[config.mk]
export PLATFORM = sky130hd
export DESIGN_NAME = wb_serial_master_flat
export DESIGN_NICKNAME = d
export VERILOG_FILES = /design/src/rtl/wb_serial_master_pkg.sv /design/src/rtl/wb_serial_master_if.sv /design/src/rtl/wb_serial_master_resp_shifter.sv /design/src/rtl/wb_serial_master.sv /design/src/flat_wrapper.sv
export SDC_FILE = /design/constraint.sdc
export NUM_CORES = 1
export LEC_CHECK = 0
export CELL_PAD_IN_SITES_DETAIL_PLACEMENT = 1
export CELL_PAD_IN_SITES_GLOBAL_PLACEMENT = 2
export CORE_ASPECT_RATIO = 1.75
export CORE_MARGIN = 5
export CORE_UTILIZATION = 35
export DETAILED_ROUTE_END_ITERATION = 12
export GPL_TIMING_DRIVEN = 1
export HOLD_SLACK_MARGIN = 0.06
export PLACE_DENSITY = 0.85
export SKIP_LAST_GASP = 1
export SLEW_MARGIN = 10
export SYNTH_ARGS = -nofsm -noshare
export SYNTH_HDL_FRONTEND = slang
export SYNTH_SLANG_ARGS = --single-unit
[constraint.sdc]
create_clock -name wb_clk_i -period 5.9 [get_ports wb_clk_i]
set_clock_uncertainty 0.2 [all_clocks]
set_input_delay 1.475 -clock wb_clk_i [delete_from_list [all_inputs] [get_ports wb_clk_i]]
set_output_delay 1.475 -clock wb_clk_i [all_outputs]
set_load 0.005 [all_outputs]
[src/rtl/wb_serial_master_pkg.sv]
// Shared definitions for the serial-to-Wishbone bridge: FSM state encoding,
// frame command bytes and response bytes.
package wb_serial_master_pkg;

  typedef enum logic [2:0] {
    ST_IDLE,
    ST_ADDR,
    ST_DATA,
    ST_BUS,
    ST_RESP
  } state_t;

  localparam logic [7:0] CMD_WRITE   = 8'h57;
  localparam logic [7:0] CMD_READ    = 8'h52;

  localparam logic [7:0] RSP_OK      = 8'h4B;
  localparam logic [7:0] RSP_TIMEOUT = 8'h54;
  localparam logic [7:0] RSP_ERROR   = 8'h3F;

  // Longest response is the OK byte followed by four read-data bytes.
  localparam int RESP_MAX_BYTES = 5;
  localparam int RESP_BITS      = RESP_MAX_BYTES * 8;

endpackage

[src/rtl/wb_serial_master_if.sv]
// Byte streams to/from the serial side plus the Wishbone classic master bus.
interface wb_serial_master_if;
  logic [7:0]  rx_data;
  logic        rx_valid;
  logic        rx_ready;
  logic [7:0]  tx_data;
  logic        tx_valid;
  logic        tx_ready;
  logic [31:0] wbm_adr_o;
  logic [31:0] wbm_dat_o;
  logic [3:0]  wbm_sel_o;
  logic        wbm_we_o;
  logic        wbm_cyc_o;
  logic        wbm_stb_o;
  logic        wbm_ack_i;
  logic [31:0] wbm_dat_i;

  modport master (
    input  rx_data, rx_valid, tx_ready, wbm_ack_i, wbm_dat_i,
    output rx_ready, tx_data, tx_valid,
    output wbm_adr_o, wbm_dat_o, wbm_sel_o, wbm_we_o, wbm_cyc_o, wbm_stb_o
  );

  modport slave (
    output rx_data, rx_valid, tx_ready, wbm_ack_i, wbm_dat_i,
    input  rx_ready, tx_data, tx_valid,
    input  wbm_adr_o, wbm_dat_o, wbm_sel_o, wbm_we_o, wbm_cyc_o, wbm_stb_o
  );
endinterface

[src/rtl/wb_serial_master_resp_shifter.sv]
// Response byte shifter: loads a response of one to five bytes and presents
// them MSB first on a valid/ready stream, one byte per accepted transfer.
module resp_shifter
  import wb_serial_master_pkg::*;
(
  input  logic                 i_clk,
  input  logic                 i_rst_n,
  input  logic                 i_load,
  input  logic [RESP_BITS-1:0] i_loadData,
  input  logic [2:0]           i_loadCount,
  input  logic                 i_txReady,
  output logic [7:0]           o_txData,
  output logic                 o_txValid,
  output logic                 o_lastXfer
);

  logic [RESP_BITS-1:0] r_buf;
  logic [2:0]           r_count;
  logic                 w_xfer;

  assign o_txValid  = (r_count != 3'd0);
  assign w_xfer     = o_txValid && i_txReady;
  assign o_lastXfer = w_xfer && (r_count == 3'd1);
  assign o_txData   = r_buf[RESP_BITS-1 -: 8];

  // Hold the current byte while stalled; shift the next one up after each transfer
  always_ff @(posedge i_clk or negedge i_rst_n) begin
    if (!i_rst_n) begin
      r_buf   <= '0;
      r_count <= '0;
    end else if (i_load) begin
      r_buf   <= i_loadData;
      r_count <= i_loadCount;
    end else if (w_xfer) begin
      r_buf   <= {r_buf[RESP_BITS-9:0], 8'h00};
      r_count <= r_count - 3'd1;
    end
  end

endmodule

[src/rtl/wb_serial_master.sv]
// Serial command bridge: parses write/read frames from a byte stream, runs one
// Wishbone classic cycle per frame (with an ack timeout) and streams back a
// status response plus read data.
module wb_serial_master
  import wb_serial_master_pkg::*;
#(
  parameter int unsigned ACK_TIMEOUT = 255
) (
  input  logic                       wb_clk_i,
  input  logic                       wb_rst_i,
  wb_serial_master_if.master         bus,
  output logic                       busy
);

  state_t                r_state;
  state_t                w_nextState;
  logic                  r_alive;
  logic [1:0]            r_byteCnt;
  logic [15:0]           r_timer;
  logic                  r_we;
  logic                  r_cyc;
  logic [3:0]            r_sel;
  logic [31:0]           r_adr;
  logic [31:0]           r_dat;

  logic                  w_inRx;
  logic                  w_rxXfer;
  logic                  w_isCmd;
  logic                  w_ack;
  logic                  w_timeout;
  logic                  w_load;
  logic [RESP_BITS-1:0]  w_loadData;
  logic [2:0]            w_loadCount;
  logic                  w_lastXfer;

  assign w_inRx    = (r_state == ST_IDLE) || (r_state == ST_ADDR) || (r_state == ST_DATA);
  assign bus.rx_ready = w_inRx && r_alive;
  assign w_rxXfer  = bus.rx_valid && bus.rx_ready;
  assign w_isCmd   = (bus.rx_data == CMD_WRITE) || (bus.rx_data == CMD_READ);
  assign w_ack     = (r_state == ST_BUS) && bus.wbm_ack_i;
  assign w_timeout = (r_state == ST_BUS) && !bus.wbm_ack_i &&
                     (r_timer == 16'(ACK_TIMEOUT - 1));

  assign bus.wbm_cyc_o = r_cyc;
  assign bus.wbm_stb_o = r_cyc;
  assign bus.wbm_we_o  = r_we && r_cyc;
  assign bus.wbm_adr_o = r_adr;
  assign bus.wbm_dat_o = r_dat;
  assign bus.wbm_sel_o = r_sel;
  assign busy          = (r_state != ST_IDLE);

  // State register
  always_ff @(posedge wb_clk_i or negedge wb_rst_i) begin
    if (!wb_rst_i) r_state <= ST_IDLE;
    else           r_state <= w_nextState;
  end

  // Keeps rx_ready low while in reset; it rises on the first clock after release
  always_ff @(posedge wb_clk_i or negedge wb_rst_i) begin
    if (!wb_rst_i) r_alive <= 1'b0;
    else           r_alive <= 1'b1;
  end

  // Next-state decode and the response to queue when a frame resolves
  always_comb begin
    w_nextState = r_state;
    w_load      = 1'b0;
    w_loadData  = '0;
    w_loadCount = 3'd0;
    case (r_state)
      ST_IDLE: begin
        if (w_rxXfer) begin
          if (w_isCmd) begin
            w_nextState = ST_ADDR;
          end else begin
            w_nextState = ST_RESP;
            w_load      = 1'b1;
            w_loadData  = {RSP_ERROR, 32'h0};
            w_loadCount = 3'd1;
          end
        end
      end
      ST_ADDR: begin
        if (w_rxXfer && (r_byteCnt == 2'd3)) w_nextState = r_we ? ST_DATA : ST_BUS;
      end
      ST_DATA: begin
        if (w_rxXfer && (r_byteCnt == 2'd3)) w_nextState = ST_BUS;
      end
      ST_BUS: begin
        if (w_ack) begin
          w_nextState = ST_RESP;
          w_load      = 1'b1;
          w_loadData  = r_we ? {RSP_OK, 32'h0} : {RSP_OK, bus.wbm_dat_i};
          w_loadCount = r_we ? 3'd1 : 3'd5;
        end else if (w_timeout) begin
          w_nextState = ST_RESP;
          w_load      = 1'b1;
          w_loadData  = {RSP_TIMEOUT, 32'h0};
          w_loadCount = 3'd1;
        end
      end
      ST_RESP: begin
        if (w_lastXfer) w_nextState = ST_IDLE;
      end
      default: w_nextState = ST_IDLE;
    endcase
  end

  // Frame capture: command type, byte position and the MSB-first address/data fields
  always_ff @(posedge wb_clk_i or negedge wb_rst_i) begin
    if (!wb_rst_i) begin
      r_we      <= 1'b0;
      r_byteCnt <= 2'd0;
      r_adr     <= 32'h0;
      r_dat     <= 32'h0;
    end else if (w_rxXfer) begin
      case (r_state)
        ST_IDLE: begin
          r_we      <= (bus.rx_data == CMD_WRITE);
          r_byteCnt <= 2'd0;
        end
        ST_ADDR: begin
          r_adr     <= {r_adr[23:0], bus.rx_data};
          r_byteCnt <= r_byteCnt + 2'd1;
        end
        ST_DATA: begin
          r_dat     <= {r_dat[23:0], bus.rx_data};
          r_byteCnt <= r_byteCnt + 2'd1;
        end
        default: ;
      endcase
    end
  end

  // Wishbone cycle control: raise cyc/stb on entry to BUS, drop on ack or timeout
  always_ff @(posedge wb_clk_i or negedge wb_rst_i) begin
    if (!wb_rst_i) begin
      r_cyc   <= 1'b0;
      r_sel   <= 4'h0;
      r_timer <= 16'h0;
    end else if ((r_state != ST_BUS) && (w_nextState == ST_BUS)) begin
      r_cyc   <= 1'b1;
      r_sel   <= 4'hF;
      r_timer <= 16'h0;
    end else if (r_state == ST_BUS) begin
      if (w_ack || w_timeout) begin
        r_cyc   <= 1'b0;
        r_sel   <= 4'h0;
        r_timer <= 16'h0;
      end else begin
        r_timer <= r_timer + 16'd1;
      end
    end
  end

  resp_shifter u_resp (
    .i_clk       (wb_clk_i),
    .i_rst_n     (wb_rst_i),
    .i_load      (w_load),
    .i_loadData  (w_loadData),
    .i_loadCount (w_loadCount),
    .i_txReady   (bus.tx_ready),
    .o_txData    (bus.tx_data),
    .o_txValid   (bus.tx_valid),
    .o_lastXfer  (w_lastXfer)
  );

endmodule

[src/flat_wrapper.sv]
// flat-port wrapper written by rule: the top's interface ports become plain ports
module wb_serial_master_flat import wb_serial_master_pkg::*;
#(
  parameter int unsigned ACK_TIMEOUT = 255
)
  (wb_clk_i, wb_rst_i, busy, bus_rx_data, bus_rx_valid, bus_tx_ready, bus_wbm_ack_i, bus_wbm_dat_i, bus_rx_ready, bus_tx_data, bus_tx_valid, bus_wbm_adr_o, bus_wbm_dat_o, bus_wbm_sel_o, bus_wbm_we_o, bus_wbm_cyc_o, bus_wbm_stb_o);
  wb_serial_master_if bus_i ();
  input  logic wb_clk_i;
  input  logic wb_rst_i;
  output logic busy;
  input wire logic [$bits(bus_i.rx_data)-1:0] bus_rx_data;
  input wire logic [$bits(bus_i.rx_valid)-1:0] bus_rx_valid;
  input wire logic [$bits(bus_i.tx_ready)-1:0] bus_tx_ready;
  input wire logic [$bits(bus_i.wbm_ack_i)-1:0] bus_wbm_ack_i;
  input wire logic [$bits(bus_i.wbm_dat_i)-1:0] bus_wbm_dat_i;
  output wire logic [$bits(bus_i.rx_ready)-1:0] bus_rx_ready;
  output wire logic [$bits(bus_i.tx_data)-1:0] bus_tx_data;
  output wire logic [$bits(bus_i.tx_valid)-1:0] bus_tx_valid;
  output wire logic [$bits(bus_i.wbm_adr_o)-1:0] bus_wbm_adr_o;
  output wire logic [$bits(bus_i.wbm_dat_o)-1:0] bus_wbm_dat_o;
  output wire logic [$bits(bus_i.wbm_sel_o)-1:0] bus_wbm_sel_o;
  output wire logic [$bits(bus_i.wbm_we_o)-1:0] bus_wbm_we_o;
  output wire logic [$bits(bus_i.wbm_cyc_o)-1:0] bus_wbm_cyc_o;
  output wire logic [$bits(bus_i.wbm_stb_o)-1:0] bus_wbm_stb_o;
  assign bus_i.rx_data = bus_rx_data;
  assign bus_i.rx_valid = bus_rx_valid;
  assign bus_i.tx_ready = bus_tx_ready;
  assign bus_i.wbm_ack_i = bus_wbm_ack_i;
  assign bus_i.wbm_dat_i = bus_wbm_dat_i;
  assign bus_rx_ready = bus_i.rx_ready;
  assign bus_tx_data = bus_i.tx_data;
  assign bus_tx_valid = bus_i.tx_valid;
  assign bus_wbm_adr_o = bus_i.wbm_adr_o;
  assign bus_wbm_dat_o = bus_i.wbm_dat_o;
  assign bus_wbm_sel_o = bus_i.wbm_sel_o;
  assign bus_wbm_we_o = bus_i.wbm_we_o;
  assign bus_wbm_cyc_o = bus_i.wbm_cyc_o;
  assign bus_wbm_stb_o = bus_i.wbm_stb_o;
  wb_serial_master #(.ACK_TIMEOUT(ACK_TIMEOUT)) u_core (.wb_clk_i(wb_clk_i), .wb_rst_i(wb_rst_i), .bus(bus_i), .busy(busy));
endmodule
run_1/congestion.png
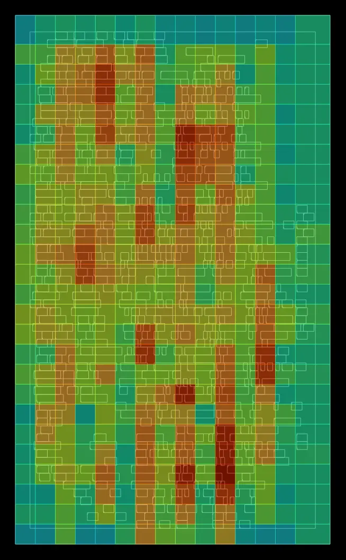
met1 Track Usage GR: 0.183
Global Route met2 Usage: 0.308
GRT Max-Usage Layer: met2

run_1/layer_met2.png
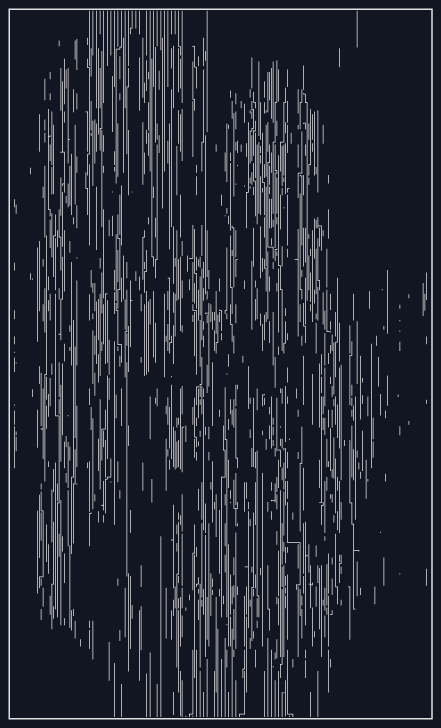
wire length on this layer	8740 um
longest straight run	55.1 um
nets with wire on the layer	638
share of all routed wire	54%
main direction	vertical
final wirelength: 16100 um
DR vias: 4426

==> flow_summary_export.csv, run 1 <==
group,metric,value,unit
logic_synthesis,area_leaders,"dfrtp_1, mux2_2, o21a_1",
clocking,clkSinkCount,131,
logic_synthesis,synthCells,522,
floorplanning,dieHeight,182,um
cells_and_area,final_nets,680,
run_status,status,"finished, final reports clean",
logic_synthesis,ys_area,5950,um2
final_timing,min_period_over_period,0.701,
setup_path,path_cells,"clkdlybuf4s50_1 > nor4bb_1 > nand4b_1 > and2_0 > buf_4 > or3_1 > o21a_1",
drt,viasPerCell,5.09,
logic_synthesis,yosysTopAreaCell,"dfrtp_1",
clocking,h-tree-depth,4,
cells_and_area,n_fill_cell,1863,
logic_synthesis,ys_ff,131,
logic_synthesis,yosysCellCount,522,
place,port-buffer-count,126,
power,pwr-share-comb,0.197,
worst_hold_path,hp-class,"reg2reg",
setup_path,crit_family,"simple AND/OR/NAND/NOR gates",
global_routing,track_usage,0.171,
floorplanning,fp-row-count,63,
final_timing,tns,0,ns
cells_and_area,layoutNonFillerInstCount,869,
drt,ant_nets,0,
cells_and_area,drive_gt1_frac,0.171,
logic_synthesis,ys_warn_count,0,
setup_path,cp.required,6.00,ns
final_timing,slew_viol_final,0,
cells_and_area,final_area,7890,um2
power,total_power,2.75,mW
logic_synthesis,yosys.area.top_type_share,0.551,
power,vdd_drop_max,0.240,mV
setup_path,rr_worst_depth,5,
logic_synthesis,yosysUniqueCellTypes,49,
cells_and_area,area_delta_synth_final,32.7,%
power,power_switching,0.780,mW
setup_path,cp-start-kind,"primary input",
clocking,post-cts-setup-buffers,0,
clocking,tritoncts,"yes",
clocking,root_buffer,"clkbuf_16",
power,p_seq_frac,0.422,
global_routing,grt_pass1_vias,5024,
logic_synthesis,syn_area_per_cell,11.4,um2
floorplanning,die_w,109,um
power,leakagePower,3.43,nW
setup_path,end_kind,"flop",
power,powerDensity,348,nW/um2
flow_run,drv_cap,0,
cells_and_area,flop_area,3280,um2
clocking,cts_resized,0,
run_1/layer_met1.png
Bar = 20 um.
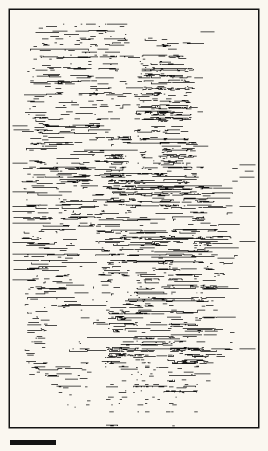
longest straight run	34.5 um
nets with wire on the layer	595

## run 1: stage by stage
step,setup WS (ns),utilization
after global placement,1.54,0.433
after global routing,1.63,0.468
after floorplan,2.70,-
after CTS,1.75,0.468
after detailed placement,1.41,0.433
final,1.77,0.468
## run 1: cells by family (layout without fill, tap and decap cells)
kind of cell	after synthesis	count (layout)	share of synthesized area
adder cells (fa/ha/maj)	6	6	0.0126
flip-flops	131	131	0.551
multiplexers	72	72	0.135
buffers and inverters	52	172	0.0450
XOR/XNOR	3	3	0.00442
AND/OR/NAND/NOR	145	145	0.122
other	1	1	0.000630
AND-OR/OR-AND	112	112	0.130
## run 1: power by group through the flow
stage / Sequential [mW] / Clock (mW) / Combinational [mW]
2_1_floorplan: 1.14 / 0 / 0.371
3_3_place_gp: 1.17 / 0 / 0.523
3_5_place_dp: 1.18 / 0 / 0.548
4_1_cts: 1.16 / 1.07 / 0.553
5_1_grt: 1.18 / 1.12 / 0.612
6_report: 1.16 / 1.05 / 0.543
## run 1: routing by layer
metal  global-route usage  vias up  part of all wire
li1                     -     2059                 -
met2                0.308      102              0.54
met5                    0        -                 0
met3               0.0510       27             0.054
met1                0.183     2238              0.37
met4               0.0708        0             0.028
## run 1: flip-flops by register name, summed over array words and instances (netlist names)
register               cells
u_core.r_state             3
u_core.r_alive             1
u_core.bus.wbm_adr_o      32
u_core.r_we                1
u_core.bus.wbm_dat_o      32
u_core.bus.wbm_sel_o       1
u_core.r_byteCnt           2
u_core.u_resp.r_buf       40
u_core.u_resp.r_count      3
u_core.r_timer            16
## run 1: area by class of cell
class                   count  share of cell area
flip-flops and latches    131               0.415
multi-input cells         339               0.305
repair buffers            132               0.166
clock buffers              18              0.0544
well taps                 227              0.0360
clock inverters            14              0.0197
inverters                   8             0.00380
## run 1: cells in the final DEF, fill, tap and decap left out, types with 3 or more instances in the layout
cell type / instances
dfrtp_1: 131
clkdlybuf4s50_1: 125
mux2_2: 64
nand2_1: 43
nor2_1: 40
o21a_1: 27
o31ai_1: 24
o21ai_0: 17
clkbuf_16: 17
a21oi_1: 16
nand3_1: 13
a32o_1: 9
inv_1: 8
mux2i_1: 8
nor3_1: 7
or3_1: 7
a31oi_1: 7
ha_1: 6
buf_4: 6
clkinv_4: 5
nand2b_1: 4
a21o_1: 3
o21bai_1: 3
inv_6: 3
## run 1: final timing paths
path	startpoint	end	slack, ns
worst max-delay path	bus_rx_data[4]	u_core.u_resp.r_buf[10]	1.77
worst min-delay path	u_core.u_resp.r_buf[24]	u_core.u_resp.r_buf[24]	0.29
worst max register to register	u_core.r_timer[8]	u_core.u_resp.r_buf[11]	2.31
worst min register to register	u_core.u_resp.r_buf[24]	u_core.u_resp.r_buf[24]	0.29
max in group asynchronous	wb_rst_i	u_core.r_timer[1]	3.34
min in group asynchronous	wb_rst_i	u_core.r_timer[8]	0.87
==> run 1 -> run 2 <==
Settings changed: CORE_UTILIZATION 35 to 33, PLACE_DENSITY 0.85 to 0.81.
Clock period 5.9 ns to 3.95 ns, I/O delays scaled along.
run_2/io_fan.png
Bar = 20 um.
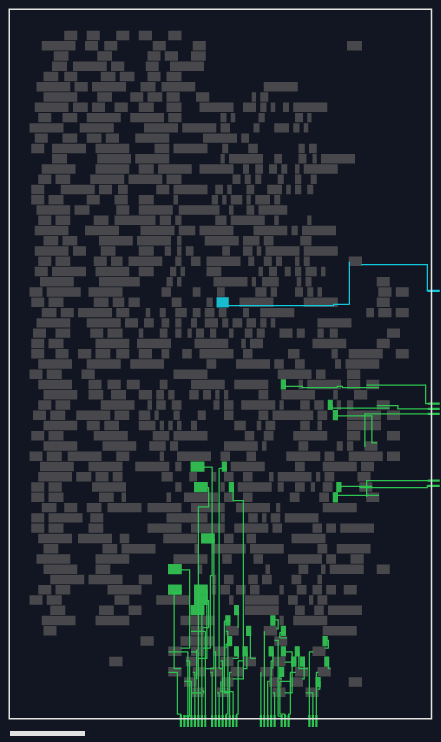
colour	port	bits	direction	end cells	buffers	wire
green	`bus_wbm_dat_i`	32	input	32	32	1040 um
cyan	`bus_rx_ready`	1	output	1	1	68.4 um

run_2/layer_met1.png
Bar = 20 um.
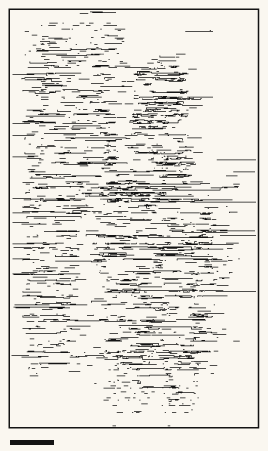
nets with wire on the layer	615
longest straight run	29.4 um
share of all routed wire	38%

==> run 2 against run 1 <==
  * Worst setup slack lost 0.89 ns
  * Clock power grew 67%
  * Hold slack gained 0.0037 ns
  * Wire length rose by 0.44%
  * Largest power group is now the clock network
  * Critical path type is now reg2out
  * Non-clock buffer count rose by 6
  * Sequential share of layout area down 0.64 points
  * Die size is 5.6% higher
  * Via count is 0.14% higher
  * Sequential power grew 49%
  * Combinational power rose by 51%
==> flow_summary_export.csv, run 2 <==
group,metric,value,unit
cells_and_area,area_delta_synth_final,34.7,%
logic_synthesis,yosysCellCount,522,
logic_synthesis,ys_ff,131,
clocking,clkSinkCount,131,
clocking,post-cts-setup-buffers,0,
logic_synthesis,yosysUniqueCellTypes,49,
power,total_power,4.31,mW
cells_and_area,lay_top_count,"dfrtp_1",
global_routing,grt_pass1_vias,4895,
drt,viasPerCell,5.02,
run_status,status,"finished, final reports clean",
place,dp_slack,0.451,ns
flow_run,drv_cap,0,
final_timing,slew_viol_final,0,
logic_synthesis,ys_warn_count,0,
cells_and_area,largest_reg_flops,40,
logic_synthesis,area_leaders,"dfrtp_1, mux2_2, o21a_1",
logic_synthesis,synthCells,522,
cells_and_area,final_util,0.448,
cells_and_area,layoutNonFillerInstCount,882,
global_routing,track_usage,0.158,
floorplanning,dieHeight,188,um
logic_synthesis,yosysTopAreaCell,"dfrtp_1",
power,powerDensity,537,nW/um2
clocking,tritoncts,"yes",
worst_hold_path,hp-class,"reg2reg",
cells_and_area,final_nets,686,
logic_synthesis,yosys.area.top_type_share,0.551,
final_timing,min_period_over_period,0.779,
final_timing,timing.final.ws_setup,0.872,ns
cells_and_area,final_cell_mix,"dfrtp_1, clkdlybuf4s50_1, mux2_2",
run_2/layer_met2.png
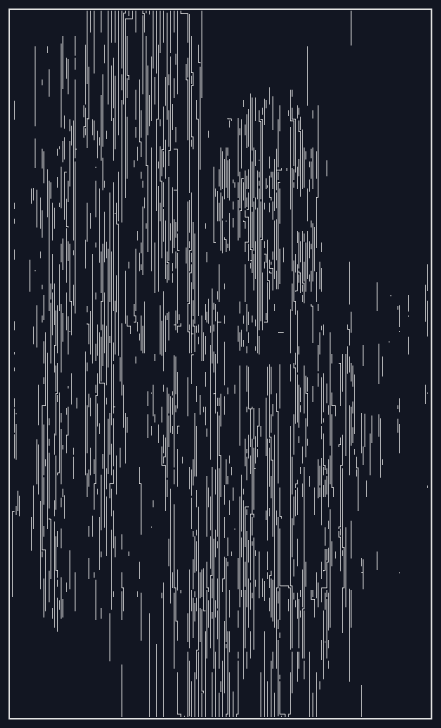
wire length on this layer	9040 um
share of all routed wire	56%
main direction	vertical
Global Route met2 Usage: 0.294
DR vias: 4432
final wirelength: 16200 um

[run 2: cell types whose count changed in the layout (fill, tap and decap cells not counted)]
cell	change
inv_6	+1
bufinv_16	+3
buf_4	+6
inv_8	+1
clkinv_2	-1
clkinv_4	-4
[run 2: routing by layer]
layer	global-route usage	wire (um)	part of all wire	up-vias
li1	-	-	-	2067
met1	0.168	6100	0.38	2253
met2	0.294	9040	0.56	100
met3	0.0471	838	0.052	12
met4	0.0525	176	0.011	0
met5	0	0	0	-
[run 2: layout make-up]
| cell class | instances | area [um2] |
|---|---|---|
| Clock inverter | 14 | 225 |
| Timing Repair Buffer | 138 | 1350 |
| Sequential cell | 131 | 3280 |
| Multi-Input combinational cell | 339 | 2410 |
| Inverter | 8 | 30.0 |
| Tap cell | 234 | 293 |
| Clock buffer | 18 | 429 |
| Fill cell | 1945 | 9870 |
[run 2: worst paths after layout]
check	start	endpoint	slack, ns	cells after the start
max	u_core.r_state[1]	bus_rx_ready	0.87	3
min	u_core.u_resp.r_buf[9]	u_core.u_resp.r_buf[9]	0.29	1
max reg2reg	u_core.r_timer[8]	u_core.u_resp.r_buf[27]	1.30	6
min reg2reg	u_core.u_resp.r_buf[9]	u_core.u_resp.r_buf[9]	0.29	1
max in group asynchronous	wb_rst_i	u_core.bus.wbm_adr_o[7]	2.35	2
min in group asynchronous	wb_rst_i	u_core.r_timer[15]	0.37	1
[run 2: cell families (layout without fill, tap and decap cells)]
logic type / Yosys count / in the layout / synth area share
AOI/OAI and AO/OA: 112 / 112 / 0.130
xor gates and xnor gates: 3 / 3 / 0.00442
adders and majority gates: 6 / 6 / 0.0126
buffers and inverters: 52 / 178 / 0.0450
DFF: 131 / 131 / 0.551
muxes: 72 / 72 / 0.135
other: 1 / 1 / 0.000630
and+or+nand+nor: 145 / 145 / 0.122
[run 2: power by group]
part	leakage, nW	internal (mW)	switching [mW]	total [mW]
clock	0.314	1.13	0.622	1.75
sequential	1.73	1.57	0.166	1.73
combinational	1.45	0.445	0.374	0.819
total	3.49	3.14	1.16	4.31
[run 2: worst max-delay path: cells and delay by family (launching register included)]
kind / cells / cell delay (ns)
buffers and inverters: 1 / 0.47
DFF: 1 / 0.58
and+or+nand+nor: 2 / 0.44
==> run 2 -> run 3 <==
Clock period 3.95 ns to 3 ns, I/O delays scaled along.
run_3/congestion.png
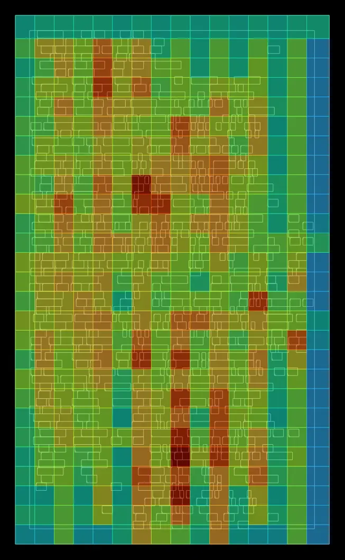
met1 Track Usage GR: 0.164
fin util: 0.454
Global Route met2 Usage: 0.303
total global-route track usage: 0.160

run_3/layer_met3.png
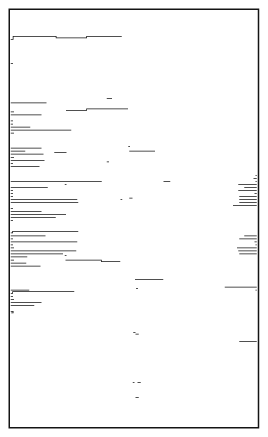
share of all routed wire	4.9%
wire length on this layer	799 um
met3 usage: 0.0500
final wirelength: 16300 um
DR vias: 4476

==> run 3 against run 2 <==
  * Worst setup slack worse by 0.70 ns
  * Combinational power is 42% higher
  * Via count is 0.99% higher
  * Critical endpoint unchanged
  * Sequential share of layout area is 0.55 points lower
  * Largest power group is now sequential cells
  * Clock-buffer cell count is 1 higher
  * Final cell count is 1.0% higher
  * Critical path depth stayed put
  * Synthesized cell count stayed put
  * Global-route usage is 0.23 points higher
  * Total power is 29% higher
  * Highest routed layer unchanged
  * Sequential cell count stayed put
  * Clock power is 22% higher
==> flow_summary_export.csv, run 3 <==
group,metric,value,unit
worst_hold_path,hp-class,"in2async",
setup_path,worstReg2RegEnd,"u_core.r_timer[5]",
setup_path,cp.required,2.05,ns
logic_synthesis,yosysCellCount,522,
flow_run,drv_cap,0,
logic_synthesis,simple_gate_share,0.122,
logic_synthesis,yosys.area.top_type_share,0.551,
place,dp_slack,-0.159,ns
clocking,root_buffer,"clkbuf_16",
logic_synthesis,yosysUniqueCellTypes,49,
final_timing,timing.final.ws_setup,0.175,ns
cells_and_area,largest_register,"u_core.u_resp.r_buf",
clocking,clkSinkCount,131,
clocking,tritoncts,"yes",
logic_synthesis,synthCells,522,
run_status,status,"finished, final reports clean",
logic_synthesis,mux_area_frac,0.135,
clocking,post-cts-setup-buffers,0,
cells_and_area,final_cell_mix,"dfrtp_1, clkdlybuf4s50_1, mux2_2",
setup_path,rr_worst_depth,5,
power,vdd_drop_max,0.382,mV
final_timing,min_period_over_period,0.942,
floorplanning,fp-row-count,65,
setup_path,end_kind,"output port",
cells_and_area,area_delta_synth_final,36.6,%
logic_synthesis,yosysTopAreaCell,"dfrtp_1",
clocking,h-tree-depth,4,
setup_path,cp-start-kind,"flop",
clocking,cts_resized,0,
logic_synthesis,top_logic_kind,"multiplexers",
cells_and_area,final_nets,695,
power,leakagePower,3.54,nW
final_timing,slew_viol_final,0,
logic_synthesis,xor_area_frac,0.00442,
run_3/layer_met2.png
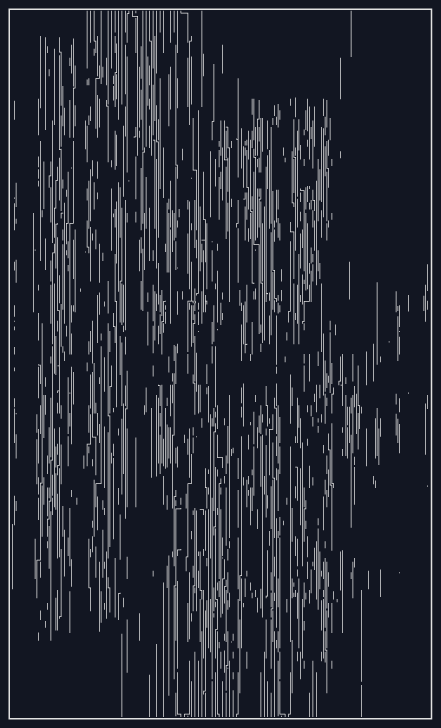
share of all routed wire	57%
main direction	vertical
longest straight run	51.7 um

[run 3: cell counts after synthesis]
Identical to the previous run, type by type.
[run 3: per-layer routing]
metal / wire length [um] / up-vias / part of all wire / global-route usage
li1: - / 2089 / - / -
met1: 5940 / 2278 / 0.36 / 0.164
met4: 301 / 0 / 0.018 / 0.0539
met3: 799 / 18 / 0.049 / 0.0500
met5: 0 / - / 0 / 0
met2: 9240 / 91 / 0.57 / 0.303
[run 3: cell families (layout without fill, tap and decap cells)]
family,Yosys count,count (layout)
adder cells (fa/ha/maj),6,6
XOR/XNOR,3,3
other,1,1
buffers and inverters,52,187
flip-flops,131,131
AND/OR/NAND/NOR,145,145
multiplexers,72,72
AND-OR/OR-AND,112,112
[run 3: stage by stage]
step | power (mW) | utilization | setup TNS, ns | hold WS (ns) | std cells
2_1_floorplan | 2.96 | - | 0 | 0.254 | 522
3_3_place_gp | 3.39 | 0.420 | -3.92 | 0.276 | 859
3_5_place_dp | 3.47 | 0.420 | -4.70 | 0.282 | 859
4_1_cts | 5.65 | 0.454 | 0 | 0.0708 | 891
5_1_grt | 5.88 | 0.454 | 0 | 0.0796 | 891
6_report | 5.56 | 0.454 | 0 | 0.0586 | 891
[run 3: where the power goes]
group	internal, mW	switching, mW	total, mW
Sequential	2.06	0.200	2.26
Combinational	0.632	0.524	1.16
Clock	1.33	0.817	2.14
[run 3: worst max-delay path by stage]
stage / start / to / slack, ns / cells after the start
after floorplan: bus_rx_data[3] / u_core.u_resp.r_buf[12] / 0.52 / 7
after global placement: bus_rx_data[4] / u_core.u_resp.r_buf[30] / -0.14 / 8
after detailed placement: bus_rx_data[4] / u_core.u_resp.r_buf[21] / -0.16 / 8
after CTS: u_core.r_state[1] / bus_rx_ready / 0.16 / 3
after global routing: u_core.r_state[1] / bus_rx_ready / 0.05 / 3
final: u_core.r_state[1] / bus_rx_ready / 0.18 / 3
[run 3: critical path, stage by stage (launching register included)]
cell	delay [ns]
dfrtp_1	0.51
nand2_1	0.21
and3b_1	0.23
clkdlybuf4s50_1	0.53
[run 3: cell type report]
| type | count | area, um2 |
|---|---|---|
| Sequential cell | 131 | 3280 |
| Multi-Input combinational cell | 339 | 2410 |
| Timing Repair Buffer | 147 | 1510 |
| Inverter | 8 | 30.0 |
| Clock buffer | 19 | 433 |
| Tap cell | 234 | 293 |
| Clock inverter | 13 | 176 |
| Fill cell | 1954 | 9760 |
Power and IR drop assume default switching activity.
